[src/rtl/mult_div_unit.sv]
// rtl/mult_div_unit.sv - iterative HI/LO multiply/divide unit (MULT/MULTU, DIV/DIVU)
// Divider datapath is present only when MULTDIV_DIVIDE_EN is defined.
module mult_div_unit #(
    parameter int WIDTH = 32
) (
    input  logic             clk,
    input  logic             reset,
    input  logic             start,
    input  logic [1:0]       op,
    input  logic [WIDTH-1:0] operandA,
    input  logic [WIDTH-1:0] operandB,
    input  logic             hiWrite,
    input  logic             loWrite,
    input  logic [WIDTH-1:0] writeValue,
    output logic             busy,
    output logic             done,
    output logic [WIDTH-1:0] hi,
    output logic [WIDTH-1:0] lo
);

    localparam logic [1:0] S_IDLE   = 2'd0;
    localparam logic [1:0] S_CALC   = 2'd1;
    localparam logic [1:0] S_FINISH = 2'd2;

    localparam int CW = $clog2(WIDTH) + 1;
    localparam logic [CW-1:0] LAST = CW'(WIDTH - 1);

    logic [1:0]         state_q, state_d;
    logic [CW-1:0]      cnt_q, cnt_d;
    logic               a_neg_q, a_neg_d;
    logic               b_neg_q, b_neg_d;
    logic [WIDTH-1:0]   mag_q, mag_d;
    logic [2*WIDTH-1:0] acc_q, acc_d;
    logic [WIDTH-1:0]   hi_q, hi_d;
    logic [WIDTH-1:0]   lo_q, lo_d;
    logic               done_q, done_d;

    logic               accept;
    logic               in_a_neg, in_b_neg;
    logic [WIDTH-1:0]   in_a_mag, in_b_mag;
    logic [2*WIDTH-1:0] step;
    logic [WIDTH-1:0]   fin_hi, fin_lo;

    logic [WIDTH:0]     mul_sum;
    logic [2*WIDTH-1:0] mul_next;
    logic [2*WIDTH-1:0] prod;

`ifdef MULTDIV_DIVIDE_EN
    logic               is_div_q, is_div_d;
    logic               b_zero_q, b_zero_d;
    logic [WIDTH-1:0]   a_q, a_d;
    logic [WIDTH:0]     rem_sh, rem_sub;
    logic               rem_ge;
    logic [2*WIDTH-1:0] div_next;
    logic [WIDTH-1:0]   quo, rem;

    assign accept = start && !busy;
`else
    assign accept = start && !busy && !op[1];
`endif

    assign busy = (state_q != S_IDLE);
    assign done = done_q;
    assign hi   = hi_q;
    assign lo   = lo_q;

    // op[0]==0 selects the signed variants (MULT, DIV)
    assign in_a_neg = !op[0] && operandA[WIDTH-1];
    assign in_b_neg = !op[0] && operandB[WIDTH-1];
    assign in_a_mag = in_a_neg ? -operandA : operandA;
    assign in_b_mag = in_b_neg ? -operandB : operandB;

    always_comb begin
        // Shift-add: upper half accumulates the multiplicand, multiplier drains out the bottom
        mul_sum  = {1'b0, acc_q[2*WIDTH-1:WIDTH]} + (acc_q[0] ? {1'b0, mag_q} : '0);
        mul_next = {mul_sum, acc_q[WIDTH-1:1]};
        prod     = (a_neg_q ^ b_neg_q) ? -acc_q : acc_q;
`ifdef MULTDIV_DIVIDE_EN
        // Restoring divide: remainder in the upper half, quotient bits enter at the bottom
        rem_sh   = {acc_q[2*WIDTH-1:WIDTH], acc_q[WIDTH-1]};
        rem_ge   = rem_sh >= {1'b0, mag_q};
        rem_sub  = rem_sh - {1'b0, mag_q};
        div_next = {(rem_ge ? rem_sub[WIDTH-1:0] : rem_sh[WIDTH-1:0]), acc_q[WIDTH-2:0], rem_ge};
        quo      = (a_neg_q ^ b_neg_q) ? -acc_q[WIDTH-1:0] : acc_q[WIDTH-1:0];
        rem      = a_neg_q ? -acc_q[2*WIDTH-1:WIDTH] : acc_q[2*WIDTH-1:WIDTH];
        step     = is_div_q ? div_next : mul_next;
        if (!is_div_q) begin
            fin_hi = prod[2*WIDTH-1:WIDTH];
            fin_lo = prod[WIDTH-1:0];
        end else if (b_zero_q) begin
            fin_hi = a_q;
            fin_lo = '1;
        end else begin
            fin_hi = rem;
            fin_lo = quo;
        end
`else
        step   = mul_next;
        fin_hi = prod[2*WIDTH-1:WIDTH];
        fin_lo = prod[WIDTH-1:0];
`endif
    end

    always_comb begin
        state_d  = state_q;
        cnt_d    = cnt_q;
        a_neg_d  = a_neg_q;
        b_neg_d  = b_neg_q;
        mag_d    = mag_q;
        acc_d    = acc_q;
        hi_d     = hi_q;
        lo_d     = lo_q;
        done_d   = 1'b0;
`ifdef MULTDIV_DIVIDE_EN
        is_div_d = is_div_q;
        b_zero_d = b_zero_q;
        a_d      = a_q;
`endif
        case (state_q)
            S_IDLE: begin
                if (accept) begin
                    state_d = S_CALC;
                    cnt_d   = '0;
                    a_neg_d = in_a_neg;
                    b_neg_d = in_b_neg;
`ifdef MULTDIV_DIVIDE_EN
                    is_div_d = op[1];
                    b_zero_d = (operandB == '0);
                    a_d      = operandA;
                    acc_d    = {{WIDTH{1'b0}}, (op[1] ? in_a_mag : in_b_mag)};
                    mag_d    = op[1] ? in_b_mag : in_a_mag;
`else
                    acc_d    = {{WIDTH{1'b0}}, in_b_mag};
                    mag_d    = in_a_mag;
`endif
                end else begin
                    if (hiWrite) hi_d = writeValue;
                    if (loWrite) lo_d = writeValue;
                end
            end
            S_CALC: begin
                acc_d = step;
                cnt_d = cnt_q + CW'(1);
                if (cnt_q == LAST) state_d = S_FINISH;
            end
            S_FINISH: begin
                hi_d    = fin_hi;
                lo_d    = fin_lo;
                done_d  = 1'b1;
                state_d = S_IDLE;
            end
            default: state_d = S_IDLE;
        endcase
    end

    always_ff @(posedge clk) begin
        if (reset) begin
            state_q  <= S_IDLE;
            cnt_q    <= '0;
            a_neg_q  <= 1'b0;
            b_neg_q  <= 1'b0;
            mag_q    <= '0;
            acc_q    <= '0;
            hi_q     <= '0;
            lo_q     <= '0;
            done_q   <= 1'b0;
`ifdef MULTDIV_DIVIDE_EN
            is_div_q <= 1'b0;
            b_zero_q <= 1'b0;
            a_q      <= '0;
`endif
        end else begin
            state_q  <= state_d;
            cnt_q    <= cnt_d;
            a_neg_q  <= a_neg_d;
            b_neg_q  <= b_neg_d;
            mag_q    <= mag_d;
            acc_q    <= acc_d;
            hi_q     <= hi_d;
            lo_q     <= lo_d;
            done_q   <= done_d;
`ifdef MULTDIV_DIVIDE_EN
            is_div_q <= is_div_d;
            b_zero_q <= b_zero_d;
            a_q      <= a_d;
`endif
        end
    end

endmodule

[config.mk]
export PLATFORM = sky130hd
export DESIGN_NAME = mult_div_unit
export DESIGN_NICKNAME = d
export VERILOG_FILES = /design/src/rtl/mult_div_unit.sv
export SDC_FILE = /design/constraint.sdc
export NUM_CORES = 1
export LEC_CHECK = 0
export CAP_MARGIN = 20
export CORE_UTILIZATION = 33
export CTS_CLUSTER_SIZE = 28
export DETAILED_ROUTE_END_ITERATION = 8
export DONT_BUFFER_PORTS = 1
export PLACE_DENSITY_LB_ADDON = 0.08
export SETUP_SLACK_MARGIN = 0.1
export SLEW_MARGIN = 20
export SYNTH_ARGS = -nofsm -noshare
export SYNTH_HDL_FRONTEND = slang
export SYNTH_SLANG_ARGS = --single-unit
[constraint.sdc]
create_clock -name clk -period 3.8 [get_ports clk]
set_clock_uncertainty 0.1 [all_clocks]
set_input_delay 0.76 -clock clk [delete_from_list [all_inputs] [get_ports clk]]
set_output_delay 0.76 -clock clk [all_outputs]
set_load 0.05 [all_outputs]
Figure 1. Clock routing.
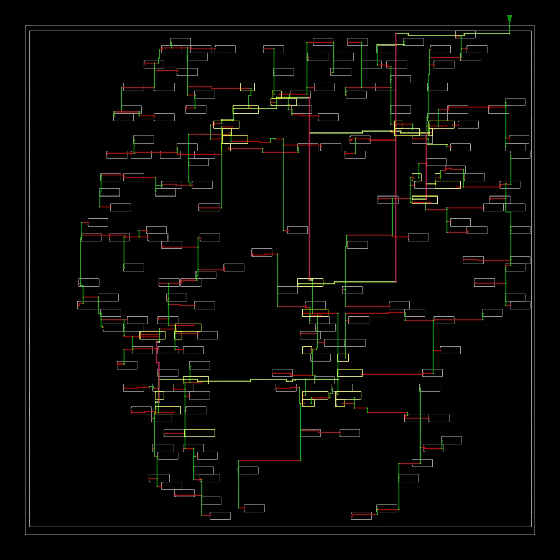
worst skew pair latency: 440 ps
CLK BUF: 19
Flops: 171
Sink Count: 171

Figure 2. Gate-type map.
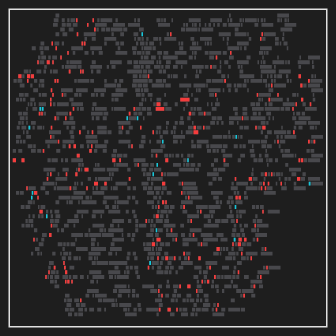
inverters -> cyan  # cells 19
NAND gates -> red  # cells 193, where widely spread

==> impl_metrics.tcl <==
# implementation run metrics
set metrics [dict create \
    ys_cells 1428 \
    die_width_um 184 \
    area_growth_pct 9.76 \
    port_buffers 0 \
    cts_setup_buffers 0 \
    synth-main-ff-cell "dfxtp_1" \
    die_y_um 184 \
    pre_cts_ws_ps 153 \
    r2r-end "hi[27]$_SDFFE_PP0P_" \
    muxShareOfSynthArea_pct 0.377 \
    syn_nets 1568 \
    timing.setup.tns_ps 0 \
    max_freq_mhz 294 \
    status "complete, no violations" \
    netlist_area_mm2 0.0109 \
    simple_gate_area_share_pct 22.2 \
    num_vias 10200 \
    groute.usage.overall_pct 22.2 \
    cts_max_path_buffers 2 \
    ys_seq_share_pct 31.3 \
    ys_ff 171 \
    grt_max_degree 141 \
    ys_async_sr_fraction_pct 0 \
    fp-utilization_pct 33.5 \
    cp.arrival_ps 3640 \
    cts_tree "yes" \
    critPathMaxFanout 7 \
    grt_pass1_wl_mm 57.4 \
    reg2reg_from "acc_q[29]$_SDFFE_PP0P_" \
    p_per_area_mw_per_mm2 382 \
    path_clk_slew_ps 70 \
    post-route-min-period_ps 3400 \
    avgSynthCellArea_um2 7.66 \
    reg2reg_depth 8 \
    min_path_cells 1 \
    antennaDiodeCount 0 \
    rsz0062_at_grt "no" \
    critPathCaptureType "register" \
    viasPerCell 5.55 \
    htreeDepth 4 \
    drt_iter0_drc 827 \
    fin_util_pct 36.8 \
    worst_slack_ps 398 \
    path_cells "or4_1 -> nor3_2 -> nand4b_2 -> or3_1 -> nor3_1 -> nor2_1 -> xnor2_1 -> a221oi_1" \
    drc_errors 0 \
    drtPass1Iterations 5 \
    grt_antenna_before_repair 0 \
    critPathMaxStageDelay_ps 650 \
    drtAntennaViolNets 0 \
    drv_cap 0 \
    worstSetupStartpointType "register" \
    top_area_share_pct 31.3 \
    topCombFamilyByArea "AND-OR/OR-AND gates" \
    p_leak_nw 4.42 \
    grt-ovfl-total 0 \
    hp-start "reset" \
    cts_buffers 17 \
    fa_ha_area_share_pct 4.30 \
    finalHoldViolCount 0 \
    dp_hpwl_mm 28.7 \
    ys_area_mm2 0.0109 \
    wl_per_cell_um 20.4 \
    holdPathEnd "mag_q[0]$_SDFFE_PP0P_" \
    drive_gt1_share_pct 6.94 \
    gp_congestion 0.897 \
    ys_types 72 \
    nets 1525 \
    warning_count 28 \
]
Figure 3. Signal wires on met1.
Supply wires on this layer in grey.
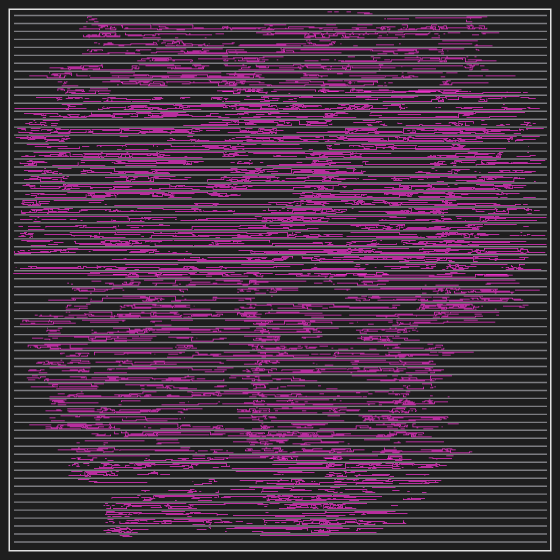
wire length on this layer = 19100 um
nets with wire on the layer = 1462
share of all routed wire = 51%

Figure 4. Sequential cells grouped by signal name.
Other sequential cells in the stronger grey, the rest of the logic in the fainter grey.
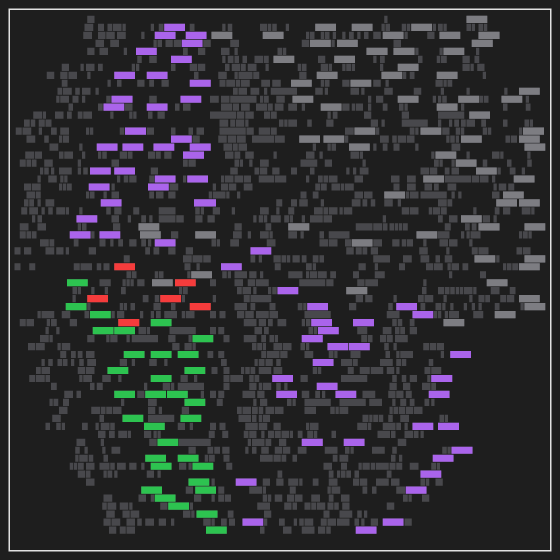
`mag_q` -> green  # sequential cells 32
`cnt_q` -> red  # sequential cells 6, where left middle
`acc_q` -> purple  # sequential cells 64
not coloured = 69

-- worst max-delay path: cells and delay by family, from the launching register on --
| kind | cells | cell delay (ps) |
|---|---|---|
| xor+xnor | 1 | 160 |
| compound gates | 1 | 300 |
| flops | 1 | 380 |
| simple gates | 6 | 2350 |
-- stage by stage --
step / area (um2) / hold WS, ps / std cells / total power [mW]
4_1_cts: 12000 / 280 / 1840 / 4.62
3_3_place_gp: 11400 / 370 / 1808 / 2.86
3_5_place_dp: 11400 / 377 / 1808 / 2.86
6_report: 12000 / 287 / 1840 / 4.59
2_1_floorplan: 10900 / 332 / 1428 / 2.67
5_1_grt: 12000 / 269 / 1840 / 4.80
-- cell usage after synthesis, drive strengths merged (14+ instances only) --
cell	count
nand2	143
nand3	20
nand2b	16
o31ai	21
clkbuf	80
inv	19
a211oi	62
nor4	16
nor3	31
a21o	17
a22oi	33
or3	23
a21oi	147
o41ai	17
nor2	171
a31oi	21
xnor2	64
xor2	73
buf	14
o21ai	77
dfxtp	171
ha	36
and2	33
-- sequential cells by signal, summed over array words and instances, names as in the netlist --
name,cells
b_neg_q,1
lo,32
acc_q,64
hi,32
mag_q,32
cnt_q,6
done,1
state_q,2
a_neg_q,1
-- final cells by class --
class                      instances  area, um2  area share, %
inverter                          19       71.3          0.594
multi-input combinational       1144       7130           59.4
timing repair buffer              32        253           2.10
clock inverter                    13        134           1.11
sequential                       171       3420           28.5
tap                              442        553           4.60
clock buffer                      19        443           3.69
-- where the power goes --
group	leakage, nW	switching (mW)	internal [mW]	total, mW
combinational	2.75	0.425	0.261	0.686
sequential	1.40	0.256	1.89	2.14
clock	0.278	0.827	0.939	1.77
total	4.42	1.51	3.09	4.59
-- worst max path at each step --
stage / from / to / slack (ps)
3_3_place_gp: acc_q[0]$_SDFFE_PP0P_ / acc_q[60]$_SDFFE_PP0P_ / 230
2_1_floorplan: acc_q[0]$_SDFFE_PP0P_ / acc_q[60]$_SDFFE_PP0P_ / 310
5_1_grt: acc_q[0]$_SDFFE_PP0P_ / hi[16]$_SDFFE_PP0P_ / 110
3_5_place_dp: acc_q[0]$_SDFFE_PP0P_ / hi[26]$_SDFFE_PP0P_ / 150
6_report: acc_q[29]$_SDFFE_PP0P_ / hi[27]$_SDFFE_PP0P_ / 400
4_1_cts: acc_q[0]$_SDFFE_PP0P_ / hi[26]$_SDFFE_PP0P_ / 150
-- layer usage --
metal	part of all wire (%)	wire length [um]	GRT usage [%]
met1	51	19100	33.2
met2	40	15100	31.0
met3	6.9	2590	4.86
met4	2.2	822	6.90
met5	0	0	0
-- cells by family (layout without fill, tap and decap cells) --
| logic type | after synthesis | after routing |
|---|---|---|
| adder cells (fa/ha/maj) | 37 | 37 |
| AND/OR/NAND/NOR | 508 | 508 |
| flip-flops | 171 | 171 |
| AND-OR/OR-AND | 458 | 458 |
| XOR/XNOR | 137 | 137 |
| multiplexers | 4 | 4 |
| buffers and inverters | 113 | 83 |
-- what timing repair did --
action | in CTS | in global routing
gates resized | 0 | 3
hold buffers | 0 | 0
endpoints found under the hold margin | 0 | 0
setup endpoints to repair | 0 | 20
Power and IR drop assume default switching activity.
